===== src/rtl/rx_frame_ua.sv =====
// rx_frame_ua: UART receiver for measurement frames.
// A frame is header 0xAA, four payload bytes MSB-first and trailer 0xBB.
// Each byte is 8N1 and sent LSB first.
// Good frames raise a one-cycle frame_valid and update frame_value.
// Aborted frames raise a one-cycle frame_err.
`timescale 1ns/1ps
module rx_frame_ua #(
    parameter int CLKS_PER_BIT = 52,
    parameter int TIMEOUT_CLKS = 20*CLKS_PER_BIT
) (
    input  logic        clk,
    input  logic        rst_n,
    input  logic        uart_rx,
    output logic [7:0]  byte_data,
    output logic        byte_valid,
    output logic [31:0] frame_value,
    output logic        frame_valid,
    output logic        frame_err,
    output logic        busy
);

    // Byte FSM states
    localparam logic [1:0] R_IDLE  = 2'd0;
    localparam logic [1:0] R_START = 2'd1;
    localparam logic [1:0] R_DATA  = 2'd2;
    localparam logic [1:0] R_STOP  = 2'd3;

    // Frame FSM states
    localparam logic [1:0] F_HDR = 2'd0;
    localparam logic [1:0] F_PAY = 2'd1;
    localparam logic [1:0] F_TRL = 2'd2;

    localparam logic [15:0] HALF_M1 = 16'(CLKS_PER_BIT/2 - 1);
    localparam logic [15:0] BIT_M1  = 16'(CLKS_PER_BIT - 1);

    localparam int GAP_W = $clog2(TIMEOUT_CLKS + 1);
    localparam logic [GAP_W-1:0] GAP_MAX = GAP_W'(TIMEOUT_CLKS);

    logic             rx_meta_reg;
    logic             rx_s_reg;

    logic [1:0]       rstate_reg;
    logic [15:0]      cnt_reg;
    logic [2:0]       idx_reg;
    logic [7:0]       shift_reg;
    logic [7:0]       byte_data_reg;
    logic             byte_valid_reg;
    logic             byte_ferr_reg;

    logic [1:0]       fstate_reg;
    logic [1:0]       k_reg;
    logic [31:0]      shreg_reg;
    logic [31:0]      frame_value_reg;
    logic             frame_valid_reg;
    logic             frame_err_reg;
    logic [GAP_W-1:0] gap_reg;

    // Two-flop synchronizer for the asynchronous serial line; resets to idle (1)
    always_ff @(posedge clk) begin
        if (!rst_n) begin
            rx_meta_reg <= 1'b1;
            rx_s_reg    <= 1'b1;
        end else begin
            rx_meta_reg <= uart_rx;
            rx_s_reg    <= rx_meta_reg;
        end
    end

    // Byte receiver: start-bit qualification at mid-bit, then 8 data bits and stop bit
    always_ff @(posedge clk) begin
        if (!rst_n) begin
            rstate_reg     <= R_IDLE;
            cnt_reg        <= '0;
            idx_reg        <= '0;
            shift_reg      <= '0;
            byte_data_reg  <= '0;
            byte_valid_reg <= 1'b0;
            byte_ferr_reg  <= 1'b0;
        end else begin
            byte_valid_reg <= 1'b0;
            byte_ferr_reg  <= 1'b0;
            case (rstate_reg)
                R_IDLE: begin
                    if (!rx_s_reg) begin
                        rstate_reg <= R_START;
                        cnt_reg    <= '0;
                    end
                end
                R_START: begin
                    if (cnt_reg == HALF_M1) begin
                        cnt_reg <= '0;
                        idx_reg <= '0;
                        // Line back high at mid start bit means a glitch
                        rstate_reg <= rx_s_reg ? R_IDLE : R_DATA;
                    end else begin
                        cnt_reg <= cnt_reg + 16'd1;
                    end
                end
                R_DATA: begin
                    if (cnt_reg == BIT_M1) begin
                        cnt_reg   <= '0;
                        shift_reg <= {rx_s_reg, shift_reg[7:1]};
                        if (idx_reg == 3'd7) begin
                            rstate_reg <= R_STOP;
                        end else begin
                            idx_reg <= idx_reg + 3'd1;
                        end
                    end else begin
                        cnt_reg <= cnt_reg + 16'd1;
                    end
                end
                R_STOP: begin
                    if (cnt_reg == BIT_M1) begin
                        cnt_reg <= '0;
                        if (rx_s_reg) begin
                            byte_data_reg  <= shift_reg;
                            byte_valid_reg <= 1'b1;
                        end else begin
                            byte_ferr_reg <= 1'b1;
                        end
                        // Return to idle at mid stop bit so a start one cycle later is caught
                        rstate_reg <= R_IDLE;
                    end else begin
                        cnt_reg <= cnt_reg + 16'd1;
                    end
                end
                default: rstate_reg <= R_IDLE;
            endcase
        end
    end

    // Frame assembler: header hunt, payload shift, trailer check, abort on framing error or gap timeout
    always_ff @(posedge clk) begin
        if (!rst_n) begin
            fstate_reg      <= F_HDR;
            k_reg           <= '0;
            shreg_reg       <= '0;
            frame_value_reg <= '0;
            frame_valid_reg <= 1'b0;
            frame_err_reg   <= 1'b0;
            gap_reg         <= '0;
        end else begin
            frame_valid_reg <= 1'b0;
            frame_err_reg   <= 1'b0;
            if (byte_valid_reg) begin
                gap_reg <= '0;
                case (fstate_reg)
                    F_HDR: begin
                        // Non-header bytes are dropped while hunting
                        if (byte_data_reg == 8'hAA) begin
                            fstate_reg <= F_PAY;
                            k_reg      <= '0;
                        end
                    end
                    F_PAY: begin
                        // 0xAA inside the payload is data, not a resync point
                        shreg_reg <= {shreg_reg[23:0], byte_data_reg};
                        if (k_reg == 2'd3) begin
                            fstate_reg <= F_TRL;
                        end else begin
                            k_reg <= k_reg + 2'd1;
                        end
                    end
                    F_TRL: begin
                        if (byte_data_reg == 8'hBB) begin
                            frame_value_reg <= shreg_reg;
                            frame_valid_reg <= 1'b1;
                        end else begin
                            frame_err_reg <= 1'b1;
                        end
                        // A bad trailer byte is consumed, never reused as a header
                        fstate_reg <= F_HDR;
                    end
                    default: fstate_reg <= F_HDR;
                endcase
            end else if (byte_ferr_reg) begin
                gap_reg <= '0;
                if (fstate_reg != F_HDR) begin
                    frame_err_reg <= 1'b1;
                    fstate_reg    <= F_HDR;
                end
            end else if (fstate_reg != F_HDR) begin
                if (gap_reg == GAP_MAX) begin
                    frame_err_reg <= 1'b1;
                    fstate_reg    <= F_HDR;
                    gap_reg       <= '0;
                end else begin
                    gap_reg <= gap_reg + 1'b1;
                end
            end
        end
    end

    assign byte_data   = byte_data_reg;
    assign byte_valid  = byte_valid_reg;
    assign frame_value = frame_value_reg;
    assign frame_valid = frame_valid_reg;
    assign frame_err   = frame_err_reg;
    assign busy        = (rstate_reg != R_IDLE) || (fstate_reg != F_HDR);

endmodule


===== config.mk =====
export PLATFORM = sky130hd
export DESIGN_NAME = rx_frame_ua
export DESIGN_NICKNAME = d
export VERILOG_FILES = /design/src/rtl/rx_frame_ua.sv
export SDC_FILE = /design/constraint.sdc
export NUM_CORES = 1
export LEC_CHECK = 0
export CAP_MARGIN = 10
export CORE_MARGIN = 4
export CORE_UTILIZATION = 51
export DETAILED_ROUTE_END_ITERATION = 6
export PLACE_DENSITY = 0.75
export SETUP_SLACK_MARGIN = 0.4
export SLEW_MARGIN = 20
export SYNTH_ARGS = -nofsm -noshare
export SYNTH_HDL_FRONTEND = slang
export SYNTH_SLANG_ARGS = --single-unit

===== constraint.sdc =====
create_clock -name clk -period 2.2 [get_ports clk]
set_input_delay 0.33 -clock clk [delete_from_list [all_inputs] [get_ports clk]]
set_output_delay 0.33 -clock clk [all_outputs]
set_load 0.005 [all_outputs]

**Placement view**

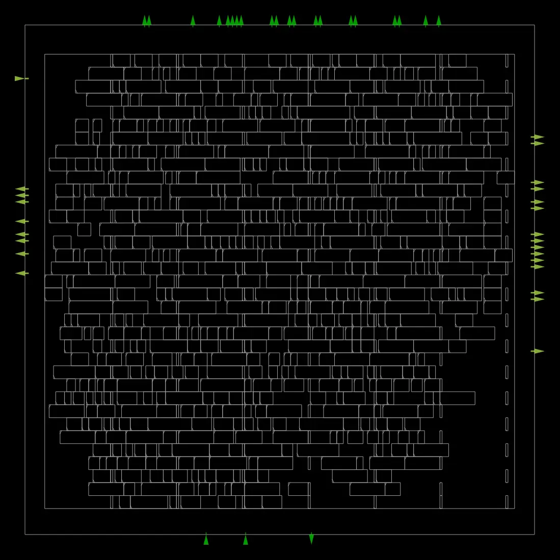
Finished Layout Cells: 786
inserted tap cell count: 129

==> flow.log <==
[report] implementation figures
[metrics] highest routed metal layer: met4
[metrics] required time of the critical path: 2.62 ns
[metrics] cell with the largest stage delay on the worst path: sky130_fd_sc_hd__or4_4
[metrics] Final Max-Slew Violation Tally: 0
[metrics] Total Negative Setup Slacks: 0 ns
[metrics] leading area contributor after synthesis: sky130_fd_sc_hd__dfxtp_1
[metrics] flip-flops with a built-in enable: 0
[metrics] CP startpoint kind: flip-flop
[metrics] largest fanout on the critical path: 3
[metrics] reg2reg path depth: 5
[metrics] remaining global-route overflow: 0
[metrics] DPL Wire Length: 6930 um
[metrics] fraction of cell area in non-clock buffers: 0.143
[metrics] Core Rows: 35
[metrics] DRC violation count after routing: 0
[metrics] most used standard cell by instance count after synthesis: sky130_fd_sc_hd__dfxtp_1
[metrics] total design power: 5.03 mW
[metrics] Area contributors post-synth: sky130_fd_sc_hd__dfxtp_1, sky130_fd_sc_hd__mux2i_1, sky130_fd_sc_hd__nand2_1
[metrics] largest buffer count on any clock path: 2
[metrics] leakage component of the power: about 2.5 nW
[metrics] clock-pin slew on the worst setup and hold paths: roughly 0.060 ns
[metrics] seq_cells: around 120
[metrics] Post-Route Skew: between 0.009 and 0.01 ns
[metrics] ys async rst share: 0
[metrics] number of I/O pins: about 47
[metrics] outcome: finished clean
[metrics] multiplexer share of the synthesized area: 0.117
[metrics] worst slack on hold paths: slightly below 0.4 ns
[metrics] number of buffers inserted to repair setup after CTS: 18
[metrics] power drawn by the combinational cells: about 120 uW
[metrics] Top power group: clock
[metrics] delay contributed by the slowest stage of the critical path: between 0.5 and 0.6 ns
[metrics] area of the core region: roughly 9400 um^2
[metrics] endpoint class of the critical path: flip-flop
[metrics] post-route cell area: a little under 7000 um^2
[metrics] Min Clock Period, post-route: between 2 and 2.5 ns
[metrics] Antenna Nets Post-Route: 0
[metrics] most frequent CP cell: sky130_fd_sc_hd__or4_4
[metrics] Antenna Cells: 0
[metrics] CTS sink cnt: about 120
[metrics] Detailed Route WL: 12800 um
[metrics] WP data arrival: 2.52 ns
[metrics] total cell area at the placement stage: 5710 um^2
[metrics] TritonRoute pass-1 iters: 7
[metrics] Fmax: around 470 MHz
[metrics] pin count of the biggest net entering global routing: about 73
[metrics] number of hold violations in the final report: 0
[metrics] master cell of the clock root buffer: sky130_fd_sc_hd__clkbuf_8
[metrics] post-synthesis average cell area: around 9.0 um^2
[metrics] setup-violating endpoint count in the final report: 0
[metrics] wire per inst: between 15 and 20 um
[metrics] Clock group: 2.70 mW
[metrics] grt met2 use: 0.363
[metrics] hold buffer count at cts: 0
[metrics] Slew @ Worst Pin: between 0.5 and 0.6 ns
[metrics] clock buffer count: 17
[metrics] maximum VDD drop: between 0.5 and 0.6 mV
[metrics] Clock buf/inv share: 0.0838
[metrics] top library cells by usage in the layout, fill and taps aside: sky130_fd_sc_hd__dfxtp_1, sky130_fd_sc_hd__nand2_1, sky130_fd_sc_hd__nor2_1
[metrics] worst slew slack as a fraction of its limit: 0.626
[metrics] switching share of power: 0.228
[metrics] count of plain and timing-repair buffers in the layout: approximately 99
[metrics] DRT iter0 DRCs: 283
[metrics] logic depth of the worst path, buffers included: 5
[metrics] tool warnings: 31
[metrics] post-synthesis compound-gate area fraction: 0.0918
[metrics] Non-CTS inverters: 14
[metrics] share of cell area taken by flip-flops and latches: 0.364
[metrics] number of cells on the worst hold path: 2
[metrics] Post-Synth Adder-Cell Area: 0.0176
[metrics] met1 Track Usage GR: 0.280
[metrics] met3 wire length: between 600 and 700 um
[metrics] mi-comb count: slightly below 400
[metrics] portion of the post-synthesis area used by sequential elements: 0.491
[metrics] cell breakdown of the critical path: buf_6, or4_4, or4_4, o31ai_4, mux2i_1
[metrics] Layout Nets: 655
[metrics] switching power: approximately 1.1 mW
**Nets reached from selected ports**

(4 px per um)
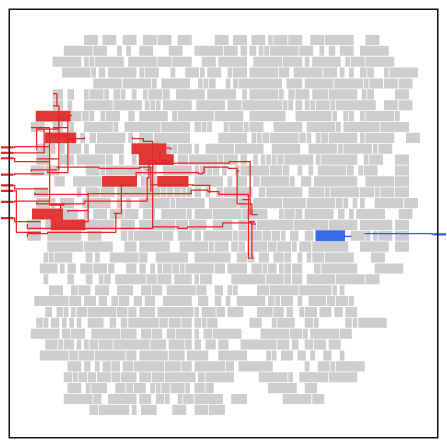
- `byte_data`: red (direction output; end cells 8; buffers 9; wire 603 um)
- `frame_valid`: blue (direction output; end cells 1; buffers 1; wire 20.4 um)

Power is estimated from default activity; no workload was simulated.
